<file path="src/rtl/cache_pkg.sv">
// ---------------------------------------------------------------------------
// cache_pkg
// Shared types and constants for the cache miss arbiter and its helpers.
//   WORDS_PER_BLOCK : words in one cache block
//   BLOCK_OFFSET_W  : byte-offset bits within a block (16-bit words)
//   arb_state_t     : arbiter FSM states
//   arb_owner_t     : which cache owns the fill in flight
//   cnt_width()     : width of a block word counter (must hold WORDS itself)
// ---------------------------------------------------------------------------
package cache_pkg;

    localparam int WORDS_PER_BLOCK = 8;
    localparam int BLOCK_OFFSET_W  = 4;

    typedef enum logic [1:0] {
        IDLE  = 2'd0,
        FILL  = 2'd1,
        DONE  = 2'd2,
        WRITE = 2'd3
    } arb_state_t;

    typedef enum logic {
        OWN_I = 1'b0,
        OWN_D = 1'b1
    } arb_owner_t;

    function automatic int cnt_width(input int words);
        return $clog2(words) + 1;
    endfunction

endpackage

</file>
<file path="src/rtl/block_word_counter.sv">
// ---------------------------------------------------------------------------
// block_word_counter
// Counts words of a block fill. Clear wins over enable. o_term flags that the
// count currently equals TERM (WORDS for "all issued", WORDS-1 for "last").
//   clk, rst_n : clock, asynchronous active-low reset
//   i_clr      : synchronous clear to 0
//   i_en       : increment by one
//   o_count    : current count, log2(WORDS)+1 bits
//   o_term     : count == TERM
// ---------------------------------------------------------------------------
module block_word_counter
    import cache_pkg::*;
#(
    parameter int WORDS = WORDS_PER_BLOCK,
    parameter int TERM  = WORDS
) (
    input  logic                   clk,
    input  logic                   rst_n,
    input  logic                   i_clr,
    input  logic                   i_en,
    output logic [$clog2(WORDS):0] o_count,
    output logic                   o_term
);

    localparam int CNT_W = cnt_width(WORDS);

    logic [CNT_W-1:0] r_count;

    always_ff @(posedge clk or negedge rst_n) begin
        if (!rst_n) begin
            r_count <= '0;
        end else if (i_clr) begin
            r_count <= '0;
        end else if (i_en) begin
            r_count <= r_count + CNT_W'(1);
        end
    end

    assign o_count = r_count;
    assign o_term  = (r_count == CNT_W'(TERM));

endmodule

</file>
<file path="src/rtl/cache_miss_arbiter.sv">
// ---------------------------------------------------------------------------
// cache_miss_arbiter
// Arbitrates I-cache misses, D-cache misses and D-side write-through stores
// onto one pipelined main memory. A miss performs a full block fill: WORDS
// back-to-back reads are issued, and each returned word is streamed into the
// owning cache with its byte address. A store is a single write cycle.
//   clk, rst_n            : clock, asynchronous active-low reset
//   i_miss, i_miss_addr   : I-side miss (level, held until i_fill_done)
//   d_miss, d_miss_addr   : D-side miss (level, held until d_fill_done)
//   d_wr_req/addr/data    : write-through store (level, held until d_wr_ack)
//   i_fill_we, d_fill_we  : write one returned word into that cache
//   fill_addr, fill_data  : byte address / data of the word being filled
//   i_fill_done/d_fill_done : one-cycle block-complete pulses
//   d_wr_ack              : one-cycle pulse, store issued to memory
//   busy                  : arbiter not idle
//   mem_en/wr/addr/wdata  : memory request side
//   mem_rdata, mem_valid  : memory return side (fixed MEM_LAT after mem_en)
// ---------------------------------------------------------------------------
module cache_miss_arbiter
    import cache_pkg::*;
#(
    parameter int ADDR_W  = 16,
    parameter int DATA_W  = 16,
    parameter int WORDS   = WORDS_PER_BLOCK,
    parameter int MEM_LAT = 4
) (
    input  logic              clk,
    input  logic              rst_n,
    input  logic              i_miss,
    input  logic [ADDR_W-1:0] i_miss_addr,
    input  logic              d_miss,
    input  logic [ADDR_W-1:0] d_miss_addr,
    input  logic              d_wr_req,
    input  logic [ADDR_W-1:0] d_wr_addr,
    input  logic [DATA_W-1:0] d_wr_data,
    output logic              i_fill_we,
    output logic              d_fill_we,
    output logic [ADDR_W-1:0] fill_addr,
    output logic [DATA_W-1:0] fill_data,
    output logic              i_fill_done,
    output logic              d_fill_done,
    output logic              d_wr_ack,
    output logic              busy,
    output logic              mem_en,
    output logic              mem_wr,
    output logic [ADDR_W-1:0] mem_addr,
    output logic [DATA_W-1:0] mem_wdata,
    input  logic [DATA_W-1:0] mem_rdata,
    input  logic              mem_valid
);

    localparam int CNT_W = cnt_width(WORDS);
    // Block base clears the byte offset of a WORDS-word block of 2-byte words.
    localparam logic [ADDR_W-1:0] BLK_MASK = ~ADDR_W'(2 * WORDS - 1);

    // Returns are counted rather than timed, so any fixed latency works, but
    // the block must be a power of two for the base mask to be meaningful.
    if (MEM_LAT < 1 || (WORDS & (WORDS - 1)) != 0) begin : g_param_check
        $error("cache_miss_arbiter: WORDS must be a power of two and MEM_LAT >= 1");
    end

    arb_state_t        r_state, w_next;
    arb_owner_t        r_owner;
    logic [ADDR_W-1:0] r_base;

    logic             w_start_miss;
    logic             w_iss_en, w_iss_full;
    logic             w_fill, w_rcv_last;
    logic [CNT_W-1:0] w_iss_cnt, w_rcv_cnt;

    // Issue side runs ahead of returns; it stops once all WORDS are issued.
    assign w_iss_en = (r_state == FILL) && !w_iss_full;
    // Only returns during FILL count; stray valids elsewhere are dropped.
    assign w_fill   = (r_state == FILL) && mem_valid;

    block_word_counter #(.WORDS(WORDS), .TERM(WORDS)) u_iss_cnt (
        .clk     (clk),
        .rst_n   (rst_n),
        .i_clr   (w_start_miss),
        .i_en    (w_iss_en),
        .o_count (w_iss_cnt),
        .o_term  (w_iss_full)
    );

    block_word_counter #(.WORDS(WORDS), .TERM(WORDS - 1)) u_rcv_cnt (
        .clk     (clk),
        .rst_n   (rst_n),
        .i_clr   (w_start_miss),
        .i_en    (w_fill),
        .o_count (w_rcv_cnt),
        .o_term  (w_rcv_last)
    );

    always_ff @(posedge clk or negedge rst_n) begin
        if (!rst_n) begin
            r_state <= IDLE;
            r_owner <= OWN_I;
            r_base  <= '0;
        end else begin
            r_state <= w_next;
            if (w_start_miss) begin
                r_owner <= i_miss ? OWN_I : OWN_D;
                r_base  <= (i_miss ? i_miss_addr : d_miss_addr) & BLK_MASK;
            end
        end
    end

    always_comb begin
        w_next       = r_state;
        w_start_miss = 1'b0;
        mem_en       = 1'b0;
        mem_wr       = 1'b0;
        mem_addr     = '0;
        mem_wdata    = '0;
        d_wr_ack     = 1'b0;
        i_fill_done  = 1'b0;
        d_fill_done  = 1'b0;
        busy         = (r_state != IDLE);

        case (r_state)
            IDLE: begin
                // Level requests are re-evaluated here every time; I wins.
                if (i_miss || d_miss) begin
                    w_next       = FILL;
                    w_start_miss = 1'b1;
                end else if (d_wr_req) begin
                    w_next = WRITE;
                end
            end
            FILL: begin
                if (w_iss_en) begin
                    mem_en   = 1'b1;
                    mem_addr = r_base + (ADDR_W'(w_iss_cnt) << 1);
                end
                if (w_fill && w_rcv_last) begin
                    w_next = DONE;
                end
            end
            DONE: begin
                i_fill_done = (r_owner == OWN_I);
                d_fill_done = (r_owner == OWN_D);
                w_next      = IDLE;
            end
            WRITE: begin
                mem_en    = 1'b1;
                mem_wr    = 1'b1;
                mem_addr  = d_wr_addr;
                mem_wdata = d_wr_data;
                d_wr_ack  = 1'b1;
                w_next    = IDLE;
            end
            default: w_next = IDLE;
        endcase
    end

    // Fill path is combinational from the memory return.
    assign i_fill_we = w_fill && (r_owner == OWN_I);
    assign d_fill_we = w_fill && (r_owner == OWN_D);
    assign fill_addr = w_fill ? r_base + (ADDR_W'(w_rcv_cnt) << 1) : '0;
    assign fill_data = w_fill ? mem_rdata : '0;

endmodule
</file>
<file path="config.mk">
export PLATFORM = sky130hd
export DESIGN_NAME = cache_miss_arbiter
export DESIGN_NICKNAME = d
export VERILOG_FILES = /design/src/rtl/cache_pkg.sv /design/src/rtl/block_word_counter.sv /design/src/rtl/cache_miss_arbiter.sv
export SDC_FILE = /design/constraint.sdc
export NUM_CORES = 1
export LEC_CHECK = 0
export CELL_PAD_IN_SITES_DETAIL_PLACEMENT = 0
export CELL_PAD_IN_SITES_GLOBAL_PLACEMENT = 2
export CORE_ASPECT_RATIO = 1.4
export CORE_MARGIN = 2
export CORE_UTILIZATION = 16
export CTS_CLUSTER_SIZE = 12
export DETAILED_ROUTE_END_ITERATION = 10
export MAX_ROUTING_LAYER = met4
export PLACE_DENSITY_LB_ADDON = 0.1
export SLEW_MARGIN = 5
export SYNTH_ARGS = -nofsm -noshare
export SYNTH_HDL_FRONTEND = slang
export SYNTH_HIERARCHICAL = 1
export SYNTH_SLANG_ARGS = --single-unit
</file>
<file path="constraint.sdc">
create_clock -name clk -period 2.05 [get_ports clk]
set_clock_uncertainty 0.15 [all_clocks]
set_input_delay 0.3075 -clock clk [delete_from_list [all_inputs] [get_ports clk]]
set_output_delay 0.3075 -clock clk [all_outputs]
set_load 0.01 [all_outputs]
</file>
==> ci_impl_report.md, run 1 <==
### Yosys + OpenROAD results

| Metric | Value |
|---|---|
| Cell area leaders | `dfrtp_1 28%, and2_1 6.9%, mux2i_1 6.7%` |
| Status | `complete, but fails checks` |
| DRC Markers | `0` |
| First-pass GRT wire length | `13,300 um` |
| Crit path launch type | `register` |
| DR vias | `2,491` |
| WS Path Type | `reg -> out` |
| Clock power frac | `8.2%` |
| Initial antenna violation count | `0` |
| Count of cell types in the netlist | `36` |
| Largest net degree at the start of global routing | `25` |
| Final worst-path setup slack | `-0.144 ns` |
| Final period util | `107%` |
| Post-synth net total | `341` |
| #FFs+latches synth | `23` |
| Unrepaired setup endpoints after global routing | `true` |
| Final setup viols | `19` |
| Post-Synthesis Cells | `248` |
| Cells along the critical path | `buf_6 -> nand2_2 -> nor2_4 -> nor3b_4 -> buf_8 -> buf_6 -> a22o_1 -> buf_2` |
| Ys Warns | `6` |
| Failing checks | `negative setup slack` |
| Final Hold Viols | `0` |
| Maxcap violations | `0` |
| Synth-to-Final Area Change | `105%` |
| Rows | `49` |
| Horiz. Die Dim | `101 um` |
| Top cells by count, synth | `32 x nor2_1, 23 x and2_1, 23 x dfrtp_1` |
| Placed Instances | `572` |
| Iteration-0 DRC Markers | `63` |
| Fin cells | `589` |
| Final HPWL DP | `6570 um` |
| OpenROAD warnings | `38` |
| I/O Pins | `158` |
| CTS H-tree depth | `1` |
| EDFF count, synth | `0` |
| Max stage delay on crit path | `0.44 ns` |
| Netlist Area Pre-Place | `2090 um2` |
| Fin crit period | `2.19 ns` |
| Vias in the first global route | `2,472` |
| Chip area | `14,000 um2` |
[run 1: power by group through the flow]
stage,sequential (mW),clock [mW],combinational [mW]
floorplan,0.877,0,1.78
finish,1.02,0.430,3.83
CTS,0.993,0.441,3.81
detailed placement,0.940,0,3.74
global route,1.06,0.462,4.21
global placement,0.936,0,3.75
[run 1: state kept, by name (all words and copies together), names as in the netlist]
name / count
r_base: 12
r_state: 2
r_owner: 1
u_iss_cnt/o_count: 4
u_rcv_cnt/o_count: 4
[run 1: placed cells by master (no fill, tap or decap), types with 3 or more instances in the layout]
cell / instances
clkdlybuf4s50_1: 76
dlygate4sd2_1: 38
buf_4: 36
buf_2: 33
nor2_1: 29
and2_1: 22
and3_1: 17
a21oi_1: 17
dfrtp_1: 16
a22o_1: 15
buf_6: 15
mux2i_1: 14
xor2_1: 10
xnor2_1: 10
dfrtp_2: 7
nand3_4: 6
buf_12: 6
nand2_1: 5
nor3_2: 4
nand4_1: 4
nor3_4: 4
inv_1: 3
o21ai_0: 3
ha_4: 3
clkbuf_16: 3
[run 1: repair_timing]
item                       in CTS  in global routing
resized                       218                 23
setup buffers                  10                  5
pin swaps                      20                 20
setup endpoints to repair      70                 34
gates cloned                    1                  0
[run 1: cell type report]
type                       count  area, um2
clock buffer                   4       78.8
sequential                    23        584
multi-input combinational    199       1590
fill                        1350       8520
tap                          153        191
timing repair buffer         205       1830
inverter                       5       21.3
[run 1: worst max-delay path: cells and delay by family, from the launching register on]
kind	cells	cell delay, ns
AOI/OAI and AO/OA	1	0.11
buffers and inverters	4	0.54
DFF	1	0.44
and+or+nand+nor	3	0.39
[run 1: metal layers]
layer | global-route usage (%) | vias to the layer above | wire, um
li1 | - | 1242 | -
met1 | 14.7 | 1151 | 3530
met2 | 21.3 | 94 | 4350
met3 | 1.66 | 4 | 432
met4 | 3.10 | 0 | 109
met5 | - | - | 0
[run 1: stage by stage]
stage	util [%]	setup TNS [ns]	power (mW)	cell area, um2	worst slack [ns]
final	33.5	-1.30	5.27	4300	-0.144
after global routing	33.5	-3.27	5.73	4300	-0.242
after CTS	33.1	-2.72	5.25	4240	-0.219
after detailed placement	31.5	-13.64	4.68	4040	-0.359
after global placement	31.5	-12.78	4.68	4040	-0.346
after floorplan	-	0	2.66	2090	0.0727
[run 1: path summary, 6_finish.rpt]
path                                 startpoint              endpoint  slack [ns]  cells after the start
setup / recovery           u_iss_cnt/o_count[3]          mem_addr[12]       -0.14                      8
hold / removal                            rst_n            r_base[13]        0.27                      2
setup reg to reg           u_iss_cnt/o_count[3]  u_iss_cnt/o_count[3]        0.02                      9
hold reg to reg            u_rcv_cnt/o_count[1]  u_rcv_cnt/o_count[1]        0.45                      2
max in group asynchronous                 rst_n            r_state[0]        1.20                      2
min in group clk                      mem_valid            r_state[0]        0.42                      3
[run 1: cells by family (layout without fill, tap and decap cells)]
logic type	Yosys count	after routing	share of synthesized area [%]
other	1	1	0.179
buffers and inverters	26	214	6.10
muxes	16	16	8.14
adders and majority gates	7	7	4.19
AOI/OAI and AO/OA	43	43	14.1
DFF	23	23	27.5
and+or+nand+nor	112	112	31.4
xor gates and xnor gates	20	20	8.38
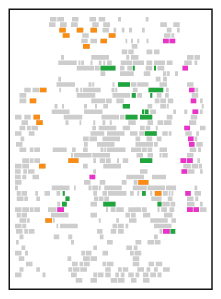
run_1/logic_types.png
(2 px per um)
Key: multiplexers = orange [cells 16, most used mux2i_1]; AND-OR and OR-AND gates = magenta [cells 18, most used a22o_1]; NAND gates = green [cells 21, most used nand3_4]

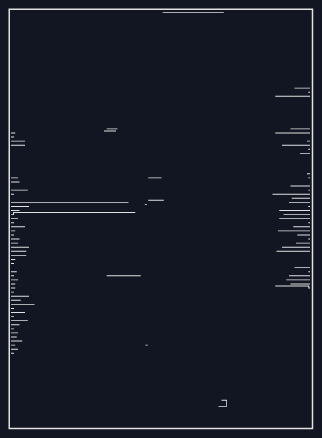
run_1/layer_met3.png
(3 px per um)
86 nets have wire on it. The layer carries 432 um of wire. The longest straight run is 40.5 um. The wires run mostly horizontal. The layer holds 5.1% of the routed length.

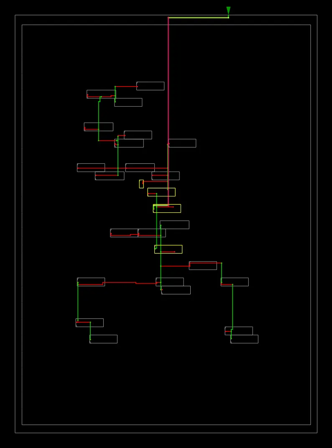
run_1/clocks.png
clkbuf count: 4
Flops: 23
clk_lat worst skew: 0.25 ns
clock sinks: 23
Clk power: 0.430 mW

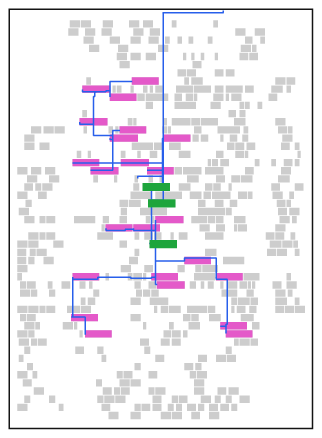
run_1/clk_routes.png
(3 px per um)
Key: flip-flops = magenta [count 23]; clock drivers = green [count 3]; clock wires = blue [length 400 um]
There are 4 routed clock nets.

==> run 2: changes to the inputs <==
SLEW_MARGIN = unset   (was 5)
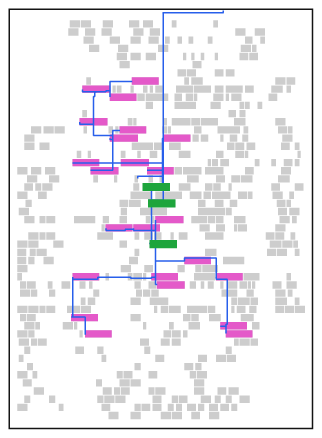
run_2/clk_routes.png
(3 px per um)
Key: clock drivers = green [count 3]; clock wires = blue [length 400 um]; flip-flops = magenta [count 23]
There are 4 routed clock nets.

==> run 2 against run 1 <==
  * The flow still finishes with violations (negative setup slack)
  * Fmax is the same
  * Power is the same
  * Register-to-register slack is essentially flat
  * Flip-flop count is the same
  * Utilization is the same
==> ci_impl_report.md, run 2 <==
### Yosys + OpenROAD results

| Metric | Value |
|---|---|
| Most frequent cells in the layout | `76 x clkdlybuf4s50_1, 38 x dlygate4sd2_1, 36 x buf_4` |
| Final setup viols | `19` |
| Worst Reg-to-Reg Cells | `9` |
| Final Hold Viols | `0` |
| Final period util | `107%` |
| Chip area | `14,000 um2` |
| Synth-to-Final Area Change | `105%` |
| DRC Markers | `0` |
| Most flop-heavy register | `r_base` |
| Fin cells | `589` |
| Crit path launch type | `register` |
| Final worst-path setup slack | `-0.144 ns` |
| WS Path Type | `reg -> out` |
| First-pass GRT wire length | `13,300 um` |
| Post-synthesis simple-gate area fraction | `31.4%` |
| Clock power frac | `8.2%` |
| Status | `complete, but fails checks` |
| Maxcap violations | `0` |
| DR vias | `2,491` |
| FF-to-FF End | `u_iss_cnt/o_count[3]` |
| Worst R2R Setup Slack | `0.02 ns` |
| Post-synth net total | `341` |
| Max stage delay on crit path | `0.44 ns` |
| Top cells by count, synth | `32 x nor2_1, 23 x and2_1, 23 x dfrtp_1` |
| Logic area | `1590 um2` |
| Mux frac, synth | `8.14%` |
| Post-layout util | `33.5%` |
| Fin crit period | `2.19 ns` |
| Clk_lat worst skew | `0.25 ns` |
| Unrepaired setup endpoints after global routing | `true` |
| OpenROAD warnings | `38` |
| Largest net degree at the start of global routing | `25` |
| Initial antenna violation count | `0` |
| Netlist Area Pre-Place | `2090 um2` |
| Clock sinks | `23` |
| Max reg flops | `12` |
| Ys Warns | `6` |
| CP bufs+invs | `4` |
| Synth Area in XOR/XNOR | `8.38%` |
| I/O Pins | `158` |
| FF-to-FF Start | `u_iss_cnt/o_count[3]` |
| Aoi share | `14.1%` |
| Failing checks | `negative setup slack` |
| Rows | `49` |
| Final HPWL DP | `6570 um` |
| CP delay by family, top | `buffers and inverters` |
| Count of cell types in the netlist | `36` |
## run 2: stage by stage
stage | total power, mW | worst slack, ns | setup TNS [ns] | cell area, um2
final | 5.27 | -0.144 | -1.30 | 4300
after global routing | 5.73 | -0.242 | -3.27 | 4300
after CTS | 5.25 | -0.219 | -2.72 | 4240
after detailed placement | 4.68 | -0.359 | -13.64 | 4040
after global placement | 4.68 | -0.346 | -12.78 | 4040
after floorplan | 2.66 | 0.0727 | 0 | 2090
## run 2: how the worst max path moves through the flow
stage | from | endpoint | slack (ns)
floorplan | u_iss_cnt/o_count[0] | u_iss_cnt/o_count[3] | 0.07
global placement | mem_valid | fill_addr[5] | -0.35
detailed placement | mem_valid | fill_addr[5] | -0.36
CTS | u_iss_cnt/o_count[0] | mem_addr[12] | -0.22
global route | u_iss_cnt/o_count[1] | mem_addr[12] | -0.24
finish | u_iss_cnt/o_count[3] | mem_addr[12] | -0.14
## run 2: final cells by class
cell class | count | share of cell area [%]
Multi-Input combinational cell | 199 | 36.9
Sequential cell | 23 | 13.6
Tap cell | 153 | 4.46
Timing Repair Buffer | 205 | 42.7
Clock buffer | 4 | 1.84
Inverter | 5 | 0.495
## run 2: power by group through the flow
stage | Sequential [mW] | Combinational [mW] | Clock, mW
global route | 1.06 | 4.21 | 0.462
floorplan | 0.877 | 1.78 | 0
finish | 1.02 | 3.83 | 0.430
CTS | 0.993 | 3.81 | 0.441
global placement | 0.936 | 3.75 | 0
detailed placement | 0.940 | 3.74 | 0
## run 2: timing repair
action                     4_1_cts  5_1_grt
gates cloned                     1        0
setup endpoints to repair       70       34
buffers inserted                10        5
pin swaps                       20       20
resized                        218       23
## run 2: routing by layer
metal / track usage (%) / part of all wire, %
met5: - / 0
met4: 3.10 / 1.3
met3: 1.66 / 5.1
met2: 21.3 / 52
met1: 14.7 / 42
## run 2: cell families (layout without fill, tap and decap cells)
logic type,count (synthesis),count (layout)
AND-OR/OR-AND,43,43
XOR/XNOR,20,20
adder cells (fa/ha/maj),7,7
buffers and inverters,26,214
flip-flops,23,23
multiplexers,16,16
other,1,1
AND/OR/NAND/NOR,112,112
==> run 3: changes to the inputs <==
ABC_CLOCK_PERIOD_IN_PS = 2050   (was unset)
CORE_MARGIN = 4   (was 2)
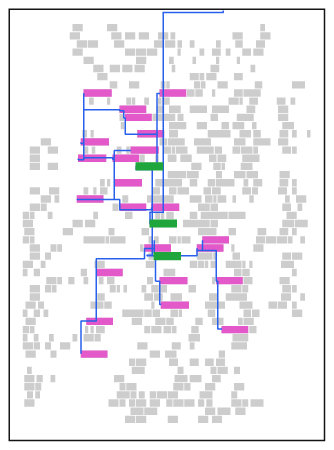
run_3/clk_routes.png
(3 px per um)
Key: clock drivers = green [count 3]; clock wires = blue [length 421 um]; flip-flops = magenta [count 23]
There are 4 routed clock nets.

==> run 3 against run 2 <==
  * The run still ends with negative setup slack left
  * Combinational power increased by 2%
  * Flip-flop count did not move
  * Sequential share of layout area decreased by 0.30 points
  * Cell count is 1.9% higher
  * Design area is 2.5% higher
  * Area after synthesis unchanged
  * Worst hold slack worse by 0.0018 ns
  * Sequential power about the same
  * Register-to-register slack better by 0.08 ns
  * Utilization increased by 0.84 points
  * Die area grew 7.0%
  * Setup slack got worse by 0.011 ns
  * Critical path type unchanged
  * Largest cell class unchanged
  * Largest power group unchanged
==> ci_impl_report.md, run 3 <==
### Yosys + OpenROAD results

| Metric | Value |
|---|---|
| Status | `complete, but fails checks` |
| Failing checks | `negative setup slack` |
| Final worst-path setup slack | `-0.155 ns` |
| Crit path launch type | `register` |
| Final HPWL DP | `6920 um` |
| Fin crit period | `2.21 ns` |
| Fillers | `1,386` |
| Count of cell types in the netlist | `36` |
| DRC Markers | `0` |
| WS Path Type | `reg -> out` |
| Worst Reg-to-Reg Cells | `9` |
| First-pass GRT wire length | `13,600 um` |
| Largest net degree at the start of global routing | `24` |
| Final setup viols | `24` |
| Post-Synthesis Cells | `248` |
| Most frequent cells in the layout | `82 x clkdlybuf4s50_1, 48 x buf_4, 28 x nor2_1` |
| Ys Warns | `6` |
| Vias in the first global route | `2,617` |
| FF-to-FF End | `u_iss_cnt/o_count[3]` |
| DR vias | `2,490` |
| Dpl cell area | `4080 um2` |
| Synth-to-Final Area Change | `111%` |
| Fin cells | `600` |
| Final period util | `108%` |
| Final Hold Viols | `0` |
| Chip area | `15,000 um2` |
| Sum of negative setup slack | `-1.58 ns` |
| #FFs+latches synth | `23` |
| Post-synth net total | `341` |
| OpenROAD warnings | `38` |
| Cell area leaders | `dfrtp_1 28%, and2_1 6.9%, mux2i_1 6.7%` |
| I/O Pins | `158` |
| CTS H-tree depth | `1` |
| FF-to-FF Start | `u_iss_cnt/o_count[1]` |
[run 3: cell counts after synthesis]
No cell type changed its count.
[run 3: through the flow]
stage	setup WS (ns)	utilization (%)
after floorplan	0.0727	-
after global placement	-0.376	31.8
after detailed placement	-0.375	31.8
after CTS	-0.235	33.9
after global routing	-0.231	34.4
final	-0.155	34.4
[run 3: routing by layer]
| layer | track usage (%) | vias to the layer above | part of all wire (%) |
|---|---|---|---|
| met4 | 3.18 | 0 | 1.4 |
| met3 | 2.58 | 7 | 6.8 |
| met1 | 13.2 | 1141 | 40 |
| li1 | - | 1255 | - |
| met5 | - | - | 0 |
| met2 | 21.0 | 87 | 52 |
[run 3: area by class of cell]
| cell class | count | area share, % |
|---|---|---|
| timing repair buffer | 216 | 42.8 |
| multi-input combinational | 199 | 37.3 |
| sequential | 23 | 13.3 |
| tap | 153 | 4.35 |
| clock buffer | 3 | 1.71 |
| inverter | 5 | 0.426 |
| clock inverter | 1 | 0.114 |
[run 3: report_power, final]
group          switching (mW)  internal, mW
logic                    1.80          2.09
registers               0.329         0.690
clock network           0.174         0.263
[run 3: critical path, cell delays in order, from the launching register on]
cell and delay [ns]:
dfrtp_2 0.42, ha_4 0.15, buf_6 0.09, nand3_4 0.09, buf_6 0.15, or3_4 0.32, a21oi_2 0.12, buf_2 0.15
[run 3: worst max-delay path by stage]
stage | from | to | slack [ns] | depth (start not counted)
finish | r_base[4] | fill_addr[11] | -0.16 | 7
floorplan | u_iss_cnt/o_count[0] | u_iss_cnt/o_count[3] | 0.07 | 8
detailed placement | mem_valid | fill_addr[4] | -0.38 | 6
CTS | r_base[4] | mem_addr[10] | -0.23 | 7
global placement | mem_valid | fill_addr[4] | -0.38 | 6
global route | r_base[4] | fill_addr[11] | -0.23 | 7
[run 3: cells by family (layout without fill, tap and decap cells)]
logic type / count (synthesis) / count (layout) / synth area share (%)
compound gates: 43 / 43 / 14.1
flops: 23 / 23 / 27.5
buf+inv: 26 / 225 / 6.10
mux: 16 / 16 / 8.14
xor+xnor: 20 / 20 / 8.38
fa+ha+maj: 7 / 7 / 4.19
simple gates: 112 / 112 / 31.4
other cells: 1 / 1 / 0.179
[run 3: what timing repair did]
action	in CTS	in global routing
pin swaps	21	20
cloned	2	0
endpoints found under the setup margin	69	57
resized	203	65
buffers inserted	12	5
Power figures rest on the tool's default switching activity, not on a simulated workload.
